===== config.mk =====
export PLATFORM = sky130hd
export DESIGN_NAME = r22sdf_frame_ctrl_flat
export DESIGN_NICKNAME = d
export VERILOG_FILES = /design/src/rtl/r22sdf_frame_ctrl_if.sv /design/src/rtl/r22sdf_frame_ctrl.sv /design/src/flat_wrapper.sv
export SDC_FILE = /design/constraint.sdc
export NUM_CORES = 1
export LEC_CHECK = 0
export ABC_CLOCK_PERIOD_IN_PS = 2500
export CORE_MARGIN = 2
export CORE_UTILIZATION = 45
export DETAILED_ROUTE_END_ITERATION = 16
export PLACE_DENSITY = 0.63
export SYNTH_ARGS = -nofsm -noshare
export SYNTH_HDL_FRONTEND = slang
export SYNTH_SLANG_ARGS = --single-unit

===== constraint.sdc =====
create_clock -name sys_clk -period 2.5 [get_ports sys_clk]
set_clock_uncertainty 0.15 [all_clocks]
set_input_delay 0.375 -clock sys_clk [delete_from_list [all_inputs] [get_ports sys_clk]]
set_output_delay 0.375 -clock sys_clk [all_outputs]
set_load 0.005 [all_outputs]

===== src/rtl/r22sdf_frame_ctrl_if.sv =====
// rtl/r22sdf_frame_ctrl_if.sv - handshake and status bundle for the FFT frame sequencer
interface r22sdf_frame_ctrl_if #(
    parameter int IDX_W = 10
);
    logic             pipe_rdy;
    logic             s_valid;
    logic             s_sop;
    logic             s_ready;
    logic             flush_req;
    logic             fft_en;
    logic             din_zero;
    logic             m_valid;
    logic             m_sop;
    logic             m_eop;
    logic [IDX_W-1:0] m_index;
    logic             err_sop;
    logic             busy;

    modport master (
        output pipe_rdy, s_valid, s_sop, flush_req,
        input  s_ready, fft_en, din_zero, m_valid, m_sop, m_eop, m_index, err_sop, busy
    );

    modport slave (
        input  pipe_rdy, s_valid, s_sop, flush_req,
        output s_ready, fft_en, din_zero, m_valid, m_sop, m_eop, m_index, err_sop, busy
    );
endinterface


===== src/rtl/r22sdf_frame_ctrl.sv =====
// rtl/r22sdf_frame_ctrl.sv - frame sequencer and output marker for the R2^2SDF FFT pipeline
module r22sdf_frame_ctrl #(
    parameter int FFT_LENGTH = 1024,
    parameter int IDX_W      = 10,
    parameter int PIPE_LAT   = 1023,
    parameter int LAT_W      = 11
) (
    input  logic                sys_clk,
    input  logic                sys_rst,
    r22sdf_frame_ctrl_if.slave  bus
);
    typedef enum logic [2:0] {
        ST_INIT,
        ST_WAIT_SOP,
        ST_RUN,
        ST_PAD,
        ST_FLUSH
    } state_t;

    localparam logic [IDX_W-1:0] LAST_BIN   = IDX_W'(FFT_LENGTH - 1);
    localparam logic [LAT_W-1:0] LAT_FULL   = LAT_W'(PIPE_LAT);
    localparam logic [LAT_W-1:0] FLUSH_LAST = LAT_W'(PIPE_LAT - 1);

    state_t             state_q, state_d;
    logic [IDX_W-1:0]   in_cnt_q, in_cnt_d;
    logic [IDX_W-1:0]   out_cnt_q, out_cnt_d;
    logic [LAT_W-1:0]   fill_cnt_q, fill_cnt_d;
    logic [LAT_W-1:0]   flush_cnt_q, flush_cnt_d;
    logic               err_sop_q, err_sop_d;

    logic               s_ready;
    logic               accept;
    logic               fft_en;
    logic               din_zero;
    logic               drain_done;
    logic               m_valid;
    logic [IDX_W-1:0]   m_index;

    // Input is only taken while waiting for or running a frame, and never during a stall.
    assign s_ready = bus.pipe_rdy && (state_q == ST_WAIT_SOP || state_q == ST_RUN);
    assign accept  = bus.s_valid && s_ready;

    // Frame sequencing: sop alignment, zero-pad of a partial frame, then a full-latency drain.
    always_comb begin
        state_d     = state_q;
        in_cnt_d    = in_cnt_q;
        flush_cnt_d = flush_cnt_q;
        fft_en      = 1'b0;
        din_zero    = 1'b0;
        err_sop_d   = 1'b0;
        drain_done  = 1'b0;
        case (state_q)
            ST_INIT: begin
                if (bus.pipe_rdy) state_d = ST_WAIT_SOP;
            end
            ST_WAIT_SOP: begin
                if (accept) begin
                    if (bus.s_sop) begin
                        fft_en   = 1'b1;
                        in_cnt_d = IDX_W'(1);
                        state_d  = ST_RUN;
                    end else begin
                        err_sop_d = 1'b1;
                    end
                end
            end
            ST_RUN: begin
                fft_en = accept;
                if (accept) begin
                    in_cnt_d  = in_cnt_q + IDX_W'(1);
                    // Alignment is by count; a misplaced sop is kept as data but reported.
                    err_sop_d = bus.s_sop && (in_cnt_q != '0);
                end else if (bus.pipe_rdy && bus.flush_req) begin
                    state_d = (in_cnt_q == '0) ? ST_FLUSH : ST_PAD;
                end
            end
            ST_PAD: begin
                din_zero = 1'b1;
                fft_en   = bus.pipe_rdy;
                if (bus.pipe_rdy) begin
                    in_cnt_d = in_cnt_q + IDX_W'(1);
                    if (in_cnt_q == LAST_BIN) state_d = ST_FLUSH;
                end
            end
            ST_FLUSH: begin
                din_zero = 1'b1;
                fft_en   = bus.pipe_rdy;
                if (bus.pipe_rdy) begin
                    if (flush_cnt_q == FLUSH_LAST) begin
                        drain_done  = 1'b1;
                        flush_cnt_d = '0;
                        state_d     = ST_WAIT_SOP;
                    end else begin
                        flush_cnt_d = flush_cnt_q + LAT_W'(1);
                    end
                end
            end
            default: begin
                state_d = ST_INIT;
            end
        endcase
    end

    // Fill tracking and output bin counting; a completed drain restarts both from empty.
    always_comb begin
        m_valid    = fft_en && (fill_cnt_q == LAT_FULL);
        fill_cnt_d = fill_cnt_q;
        out_cnt_d  = out_cnt_q;
        if (drain_done) begin
            fill_cnt_d = '0;
            out_cnt_d  = '0;
        end else begin
            if (fft_en && (fill_cnt_q < LAT_FULL)) fill_cnt_d = fill_cnt_q + LAT_W'(1);
            if (m_valid) out_cnt_d = out_cnt_q + IDX_W'(1);
        end
    end

    // The pipeline emits bins in bit-reversed order, so the natural index is the reversed count.
    always_comb begin
        m_index = '0;
        for (int i = 0; i < IDX_W; i++) begin
            m_index[i] = out_cnt_q[IDX_W-1-i];
        end
    end

    // State and counter registers.
    always_ff @(posedge sys_clk) begin
        if (sys_rst) begin
            state_q     <= ST_INIT;
            in_cnt_q    <= '0;
            out_cnt_q   <= '0;
            fill_cnt_q  <= '0;
            flush_cnt_q <= '0;
            err_sop_q   <= 1'b0;
        end else begin
            state_q     <= state_d;
            in_cnt_q    <= in_cnt_d;
            out_cnt_q   <= out_cnt_d;
            fill_cnt_q  <= fill_cnt_d;
            flush_cnt_q <= flush_cnt_d;
            err_sop_q   <= err_sop_d;
        end
    end

    assign bus.s_ready  = s_ready;
    assign bus.fft_en   = fft_en;
    assign bus.din_zero = din_zero;
    assign bus.m_valid  = m_valid;
    assign bus.m_sop    = m_valid && (out_cnt_q == '0);
    assign bus.m_eop    = m_valid && (out_cnt_q == LAST_BIN);
    assign bus.m_index  = m_index;
    assign bus.err_sop  = err_sop_q;
    assign bus.busy     = (state_q != ST_WAIT_SOP);
endmodule


===== src/flat_wrapper.sv =====
// flat-port wrapper written by rule: the top's interface ports become plain ports
module r22sdf_frame_ctrl_flat 
#(
    parameter int FFT_LENGTH = 1024,
    parameter int IDX_W      = 10,
    parameter int PIPE_LAT   = 1023,
    parameter int LAT_W      = 11
)
  (sys_clk, sys_rst, bus_pipe_rdy, bus_s_valid, bus_s_sop, bus_flush_req, bus_s_ready, bus_fft_en, bus_din_zero, bus_m_valid, bus_m_sop, bus_m_eop, bus_m_index, bus_err_sop, bus_busy);
  r22sdf_frame_ctrl_if #(.IDX_W(IDX_W)) bus_i ();
  input  logic sys_clk;
  input  logic sys_rst;
  input wire logic [$bits(bus_i.pipe_rdy)-1:0] bus_pipe_rdy;
  input wire logic [$bits(bus_i.s_valid)-1:0] bus_s_valid;
  input wire logic [$bits(bus_i.s_sop)-1:0] bus_s_sop;
  input wire logic [$bits(bus_i.flush_req)-1:0] bus_flush_req;
  output wire logic [$bits(bus_i.s_ready)-1:0] bus_s_ready;
  output wire logic [$bits(bus_i.fft_en)-1:0] bus_fft_en;
  output wire logic [$bits(bus_i.din_zero)-1:0] bus_din_zero;
  output wire logic [$bits(bus_i.m_valid)-1:0] bus_m_valid;
  output wire logic [$bits(bus_i.m_sop)-1:0] bus_m_sop;
  output wire logic [$bits(bus_i.m_eop)-1:0] bus_m_eop;
  output wire logic [$bits(bus_i.m_index)-1:0] bus_m_index;
  output wire logic [$bits(bus_i.err_sop)-1:0] bus_err_sop;
  output wire logic [$bits(bus_i.busy)-1:0] bus_busy;
  assign bus_i.pipe_rdy = bus_pipe_rdy;
  assign bus_i.s_valid = bus_s_valid;
  assign bus_i.s_sop = bus_s_sop;
  assign bus_i.flush_req = bus_flush_req;
  assign bus_s_ready = bus_i.s_ready;
  assign bus_fft_en = bus_i.fft_en;
  assign bus_din_zero = bus_i.din_zero;
  assign bus_m_valid = bus_i.m_valid;
  assign bus_m_sop = bus_i.m_sop;
  assign bus_m_eop = bus_i.m_eop;
  assign bus_m_index = bus_i.m_index;
  assign bus_err_sop = bus_i.err_sop;
  assign bus_busy = bus_i.busy;
  r22sdf_frame_ctrl #(.FFT_LENGTH(FFT_LENGTH), .IDX_W(IDX_W), .PIPE_LAT(PIPE_LAT), .LAT_W(LAT_W)) u_core (.sys_clk(sys_clk), .sys_rst(sys_rst), .bus(bus_i));
endmodule

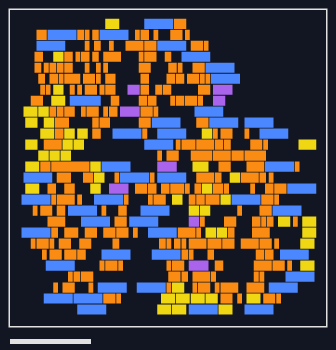
(images/placement_by_type.png)
The bar under the picture is 20 um long.
color	class	cells
blue	flops	46
yellow	other buffers and delay cells	47
purple	clock drivers and dummy loads	8
orange	combinational and other logic	225
Finished Core Util: 0.5576
fin area: 3014 um2

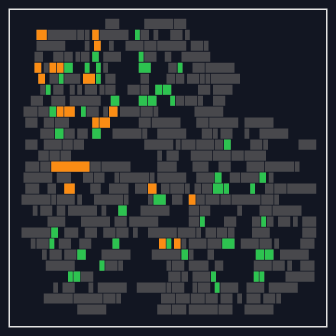
(images/logic_types.png)
color	family	cells
green	NAND gates	47
orange	inverting AOI/OAI gates	19
Comb area share: 0.4844
non-filler instance count after layout: 398

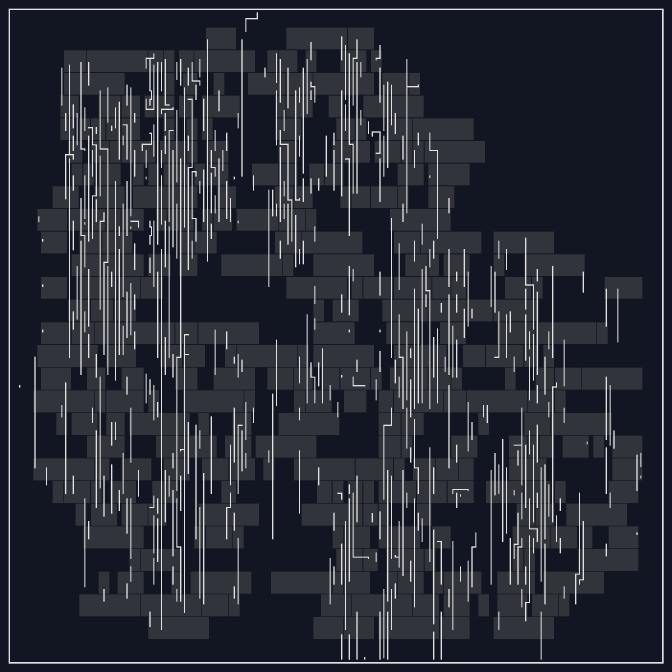
(images/layer_met2.png)
Cells faint in the background.
main direction	vertical
share of all routed wire	44%
via count: 2105
grt met2 use: 0.2750
Total Wirelength: 5.227 mm

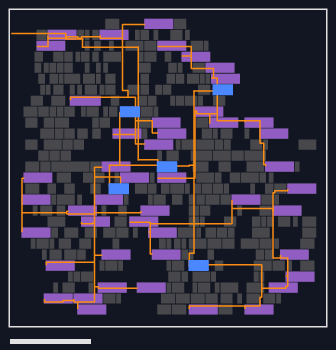
(images/clk_routes.png)
The bar under the picture is 20 um long.
[purple] flip-flops | count: 46
[orange] clock wires | length: 619 um
[blue] clock drivers | count: 5
flops lie	all over the die
routed clock nets	6

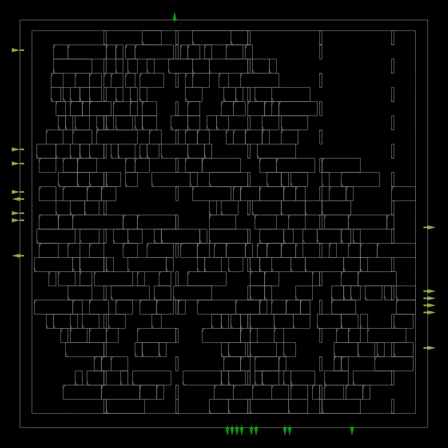
(images/placement.png)
Core Region: 5405 um2
flop share of the area: 0.3059

==> GITHUB_STEP_SUMMARY <==
### Yosys + OpenROAD results

| Metric | Value |
|---|---|
| Comb pwr | `~0.16 mW` |
| Worst Hold Class | `reg2reg` |
| Clock network power | `0.485 mW` |
| H-tree depth | `2` |
| Power per cell area | `between 400 and 500 nW/um2` |
| Die Ht | `78.22 um` |
| Min Tclk post-route | `2427 ps` |
| Max_cap viols | `0` |
| Post-CTS Setup Repair Bufs | `3` |
| Final period util | `0.9710` |
| Non-clk buf share | `0.1362` |
| Setup WS post-layout | `72.54 ps` |
| CP endpoint kind | `output pin` |
| Post-Syn Instances | `285` |
| Post-Synth Simple-Gate Area | `0.3498` |
| Routed Antenna Nets | `0` |
| Drt via density | `5.289` |
| Clock power share | `0.349` |
| Number of logic gates | `215` |
| LEAKAGE | `1.105 nW` |
| Worst Path Arrival | `1900 ps` |
| Post-synth top area cell | `dfxtp_1` |
| Syn avg cell area | `8.697 um2` |
| Seq group | `0.746 mW` |
| Gpl congestion | `0.8119` |
| Fillers | `502` |
| Residual DRC | `0` |
| CTS Root Cell | `clkbuf_8` |
| Crit Path Class | `in2out` |
| CTS tree | `built` |
| Worst Tran Pin Value | `630.3 ps` |
| Share of post-route cells with drive strength above 1 | `0.1564` |
| Post-Synth XOR/XNOR Area | `0.1237` |
| Peak VDD IR | `0.2832 mV` |
| Largest net degree at the start of global routing | `23` |
| Internal power | `just over 1 mW` |
| Commonest flop | `dfxtp_1` |
| CTS max path bufs | `2` |
| Synth warn | `0` |
| Syn Std Cell Area | `2479 um2` |
| Post_cts resized | `8` |
| Synth cell count leaders | `46 x dfxtp_1, 45 x nor2_1, 23 x xnor2_1` |
| AO/OA Area Share | `0.06966` |
| HPWL after DPL | `~3.7 mm` |
| Grt ovf | `0` |
| Io pins | `24` |
| Wire per inst | `13.13 um` |
| Hold Crit Start | `u_core.fill_cnt_q[9]$_SDFFE_PP0P_` |
| Yosys cell count | `285` |
| Sw Share | `0.2702` |
| Comb gate area | `about 1500 um2` |
| Post-synth EDFFs | `0` |
| GRT met1 Usage | `0.2555` |
| Initial core utilization | `0.4586` |
| GR Util All Layers | `0.1820` |
| Drt pass-1 iters | `4` |
| First-pass GRT wire length | `8.942 mm` |
| Outcome | `finished, final reports clean` |
| Vias in the first global route | `1915` |
| CLK BUF | `5` |
| Setup-failing EPs final | `0` |
| Clock buf/inv share | `0.03113` |
| Yosys top cell by instances | `dfxtp_1` |
| Dpl ws | `-196.7 ps` |
| Seq pwr share | `0.536` |
| N_taps | `72` |
| Clk sinks | `46` |
| Register Area | `just over 900 um2` |
==> flip-flops by register name (all words and copies together), names as in the netlist <==
name                count
u_core.in_cnt_q        10
u_core.bus.err_sop      1
u_core.state_q          3
u_core.flush_cnt_q     11
u_core.out_cnt_q       10
u_core.fill_cnt_q      11
==> cell usage in the layout, fill, tap and decap left out, types with 6 or more instances in the layout <==
cell	n
ha_1	7
and4_1	7
nor2_1	45
and3_1	6
nand4_1	7
dfxtp_1	45
nor3_1	7
nand3_1	10
nor4_2	10
xnor2_1	23
nand2_1	22
clkdlybuf4s50_1	17
inv_1	10
nor4_1	6
buf_4	23
a21oi_1	6
xor2_1	12
==> metrics by stage <==
stage / cell area, um2 / cells / util / TNS [ps] / power (mW)
global placement: 2877 / 385 / 0.5322 / -647.8 / 0.9135
finish: 3014 / 398 / 0.5576 / 0 / 1.392
global route: 3014 / 398 / 0.5576 / 0 / 1.452
detailed placement: 2877 / 385 / 0.5322 / -680.1 / 0.9152
CTS: 2992 / 396 / 0.5535 / 0 / 1.403
floorplan: 2479 / 285 / - / 0 / 0.8482
==> worst max-delay path, stage by stage <==
cell	delay, ps
clkdlybuf4s50_1	420
a21o_1	220
a311oi_4	310
buf_4	170
buf_4	100
nor3_2	40
dlygate4sd2_1	260
==> per-layer routing <==
layer  vias up  wire length [um]
met1       986              2658
met2        36              2322
met4         0                80
li1       1076                 -
met3         7               165
met5         -                 0
==> path summary, 6_finish.rpt <==
path / endpoint / slack [ps] / cells past startpoint
setup reg to reg: u_core.in_cnt_q[9]$_SDFFE_PP0P_ / 440 / 8
hold / removal: u_core.fill_cnt_q[9]$_SDFFE_PP0P_ / 350 / 2
setup / recovery: bus_m_sop / 70 / 7
hold reg to reg: u_core.fill_cnt_q[9]$_SDFFE_PP0P_ / 350 / 2
No activity file was given, so power comes from the tool's default toggle rates.
